Design clk_monitor_flat, sky130hd; sources not shown.
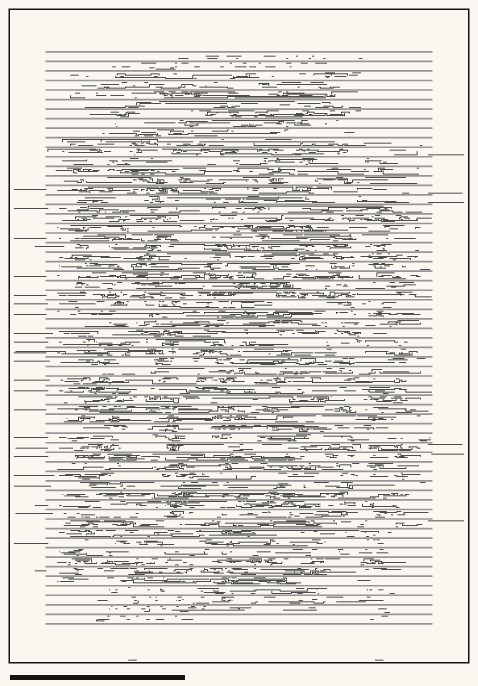
Fig. 1. M1 wires (run 1).
Bar = 50 microns. Supply wires on this layer in grey.
wire length on this layer	9400 microns
share of all routed wire	41%
GR Layer Usage met1: 0.222
drt total wl: 22800 microns
via count: 7276

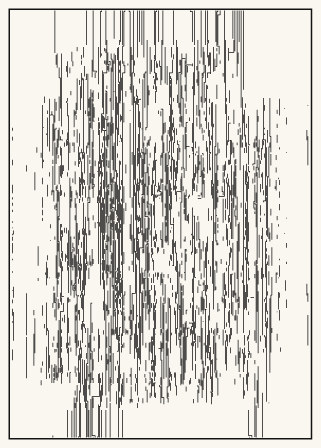
Fig. 2. Metal 2 (run 1).
wire length on this layer	11600 microns
longest straight run	89.2 microns
nets with wire on the layer	1095
main direction	vertical
GRT met2 Usage: 0.343

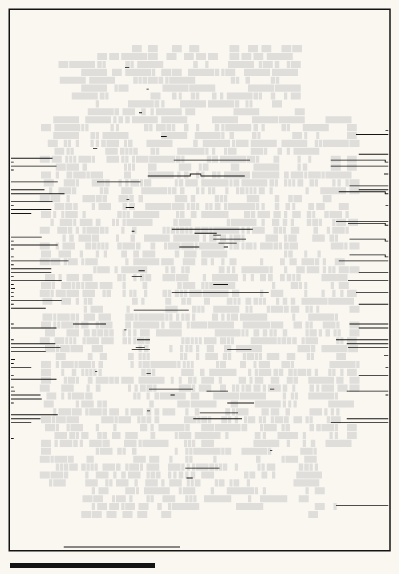
Fig. 3. The metal 3 layer (run 1).
Bar = 50 microns.
longest straight run	39.8 microns
nets with wire on the layer	107
main direction	horizontal
met3 Use GR: 0.0339

==> job_summary.md, run 1 <==
### Flow metrics

| Metric | Value |
|---|---|
| Status | complete, but fails checks |
| Failing checks | capacitance limit, slew limit |
| Ao+oa area frac | 0.171 |
| H-tree levels | 3 |
| Crit start category | register |
| Top cells by area | dfrtp_1 28%, ha_1 20%, nand2_1 11%, inv_1 9.5%, dfstp_2 5.1% |
| Reg area | 0.00277 sq mm |
| VDD IR max | 0.000177 V |
| Max Root-Sink Buffers | 2 |
| Yosys top cell by instances | nand2_1 |
| Comb power frac | 0.320 |
| Total clock sinks | 110 |
| Filler cells | 1757 |
| Initial DRT Pass Iterations | 4 |
| Via density per instance | 5.15 |
| Max_slew headroom | -0.471 |
| Reg2reg path depth | 21 |
| Crit path DRT | 7.24 ns |
| Clk_lat worst skew | 0.35 ns |
| Top Consumer | sequential cells |
| Yosys reg bits | 110 |
| Dpl cell area | 0.00981 sq mm |
| Mapped Area | 0.00827 sq mm |
| Sequential power share | 0.393 |
| Ys cells | 1064 |
| Async SR Flop Fraction | 1.00 |
| Non-filler instance count after layout | 1414 |
| ANT cells | 0 |
| Fraction of the yosys area taken by sequential cells | 0.335 |
| Main logic family | adder cells |
| Max incr delay on CP | 0.74 ns |
| Max Cap Viol | 1 |
| Most instantiated cells after synthesis | 238 x nand2_1, 209 x inv_1, 131 x ha_1 |
| Setup CP Type | reg -> reg |
| Setup ws final | 1.80 ns |
| Sw Ratio | 0.359 |
| GRT busiest layer | met2 |
| Setup TNS | 0 ns |
| Critical Path Slowest Stage Cell | nand2_1 |
| Post-Syn Nets | 1281 |
| Adder Share, Synth | 0.201 |
| Final core occ | 0.560 |
| Met3 routed WL | 1110 microns |
| Overflow after GRT | 0 |
| CP endpoint kind | register |
| Number of global-route vias before repair | 7352 |
| Design Area, Final | 0.0101 sq mm |
| Largest net degree at the start of global routing | 75 |
| Pins Over Slew Limit | 38 |
[run 1: critical path, delay by kind of cell, from the launching register on]
| family | cells | cell delay [ns] |
|---|---|---|
| compound gates | 6 | 1.22 |
| flops | 1 | 0.56 |
| buf+inv | 1 | 0.07 |
| xor+xnor | 1 | 0.21 |
| simple gates | 9 | 1.75 |
| fa+ha+maj | 4 | 1.26 |
[run 1: area by class of cell]
| class | count | area share |
|---|---|---|
| multi-input cells | 718 | 0.452 |
| flip-flops and latches | 110 | 0.275 |
| repair buffers | 139 | 0.137 |
| inverters | 214 | 0.0798 |
| well taps | 217 | 0.0269 |
| clock buffers | 10 | 0.0227 |
| clock inverters | 6 | 0.00620 |
==> run 2: changes to the inputs <==
- clock period: 7 -> 5 ns (I/O delays scaled with it)
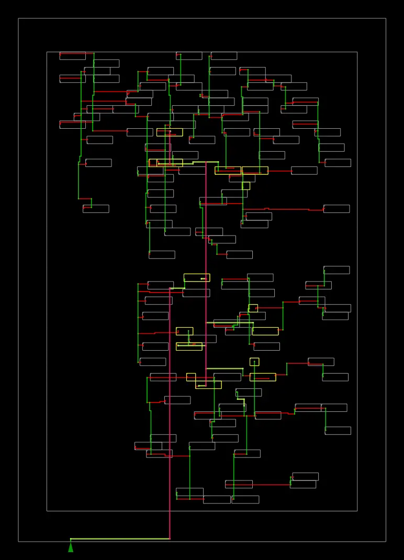
Fig. 4. Clock routing (run 2).
Final Skew: 0.0182 ns
CLK BUF: 9

==> job_summary.md, run 2 <==
### Flow metrics

| Metric | Value |
|---|---|
| Worst Path Buf+Inv | 3 |
| Pins Over Slew Limit | 106 |
| Failing checks | capacitance limit, slew limit |
| Clk_lat worst skew | 0.36 ns |
| Number of global-route vias before repair | 7499 |
| H-tree levels | 3 |
| Dpl cell area | 0.00997 sq mm |
| Initial DRT Pass Iterations | 5 |
| Combinational gate count | 718 |
| GR Layer Usage met1 | 0.220 |
| Crit start category | register |
| Max Cap Viol | 2 |
| Met3 Use GR | 0.0302 |
| Final core occ | 0.569 |
| Critical Path Slowest Stage Cell | dfrtp_1 |
| Design Area, Final | 0.0103 sq mm |
| Setup CP Type | reg -> reg |
| Non-clk invs | 214 |
| Fraction of the yosys area taken by sequential cells | 0.335 |
| Status | complete, but fails checks |
| Ys cells | 1064 |
==> run 2: netlist changes by cell type in the layout (fill, tap and decap cells not counted), moves of 2 or more <==
cell / delta
buf_4: +19
dfrtp_2: +2
dfrtp_1: -2
a21oi_1: -2
a21oi_2: +2
clkinvlp_4: +2
==> run 2: cells by family (layout without fill, tap and decap cells) <==
kind of cell,Yosys count,in the layout,share of synthesized area
AND/OR/NAND/NOR,330,330,0.167
AND-OR/OR-AND,242,242,0.171
buffers and inverters,236,390,0.112
adder cells (fa/ha/maj),132,132,0.201
flip-flops,110,110,0.335
XOR/XNOR,14,14,0.0148
==> run 2: timing repair <==
item | CTS | global route
setup endpoints to repair | 0 | 1
gates resized | 0 | 6
endpoints found under the hold margin | 6 | 0
hold buffers | 1 | 0
==> run 3: changes to the inputs <==
- GPL_ROUTABILITY_DRIVEN: 0 -> unset
- SLEW_MARGIN: unset -> 20
- clock period: 5 -> 5.5 ns (I/O delays scaled with it)
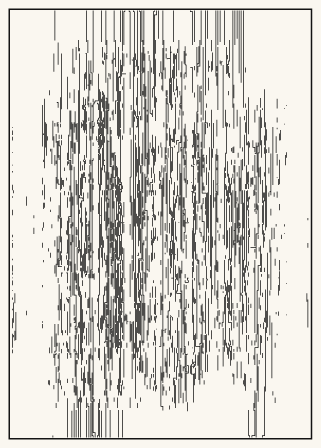
Fig. 5. Metal 2 (run 3).
main direction	vertical
wire length on this layer	11600 microns
GRT met2 Usage: 0.346
via count: 7255
drt total wl: 22700 microns

==> job_summary.md, run 3 <==
### Flow metrics

| Metric | Value |
|---|---|
| Max_slew headroom | -0.912 |
| Max Cap Viol | 2 |
| Largest net degree at the start of global routing | 59 |
| Ys cells | 1064 |
| Fraction of the yosys area taken by sequential cells | 0.335 |
| CP Depth | 26 |
| Overflow after GRT | 0 |
| Non-filler instance count after layout | 1419 |
| Dpl cell area | 0.00985 sq mm |
| Yosys top cell by instances | nand2_1 |
| CP delay by family, top | AND-OR/OR-AND gates |
| Sequential power share | 0.389 |
| Final core occ | 0.562 |
| Hold_buf cts | 0 |
| Pins Over Slew Limit | 112 |
| Async SR Flop Fraction | 1.00 |
| Combinational gate count | 718 |
| Comb area share | 0.451 |
| ANT cells | 0 |
| Adder Share, Synth | 0.201 |
| Clk_lat worst skew | 0.35 ns |
| Reg2reg path depth | 26 |
| Number of global-route vias before repair | 7423 |
| Sw Ratio | 0.359 |
| XOR/XNOR Area Share | 0.0148 |
| Main logic family | adder cells |
| Seq area share | 0.274 |
| Final clock-cell share | 0.0288 |
| Failing checks | DRC, capacitance limit, slew limit |
| Status | complete, but fails checks |
| Flop count | 110 |
| Critical Path Slowest Stage Cell | dfrtp_1 |
| Max-area cell class | multi-input combinational cells |
| # DRC | 1 |
| Setup TNS | 0 ns |
==> run 3: netlist changes by cell type in the layout (fill, tap and decap cells not counted), sizes merged <==
cell / previous run / this run
dlygate4sd3: 2 / 1
buf: 20 / 5
clkinv: 4 / 5
inv: 214 / 215
clkinvlp: 2 / 0
==> run 3: layer usage <==
layer  share of wire  vias up  global-route usage  wire (microns)
li1                -     3766                   -               -
met1            0.42     3306               0.230            9610
met2            0.51      153               0.346           11600
met3           0.041       30              0.0308             930
met4           0.024        0              0.0638             551
met5               0        -                   0               0

==> layout pictures side by side <==
The metal 4 layer.
Supply wires on this layer in grey.
panel A
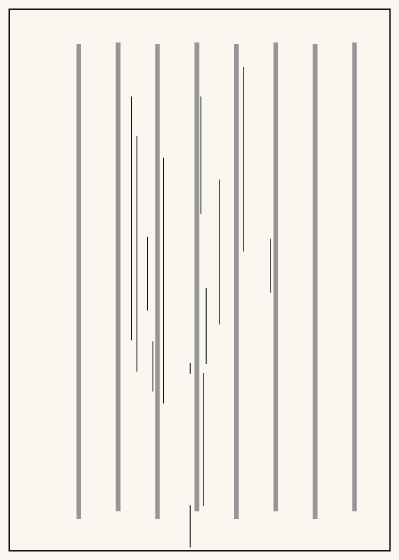
panel B
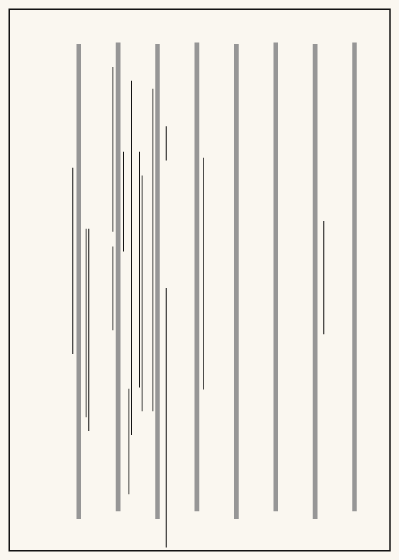
panel A: run 3
panel B: run 2

Key to panel A:
longest straight run	84.3 microns
wire length on this layer	552 microns

Power and IR drop assume default switching activity.
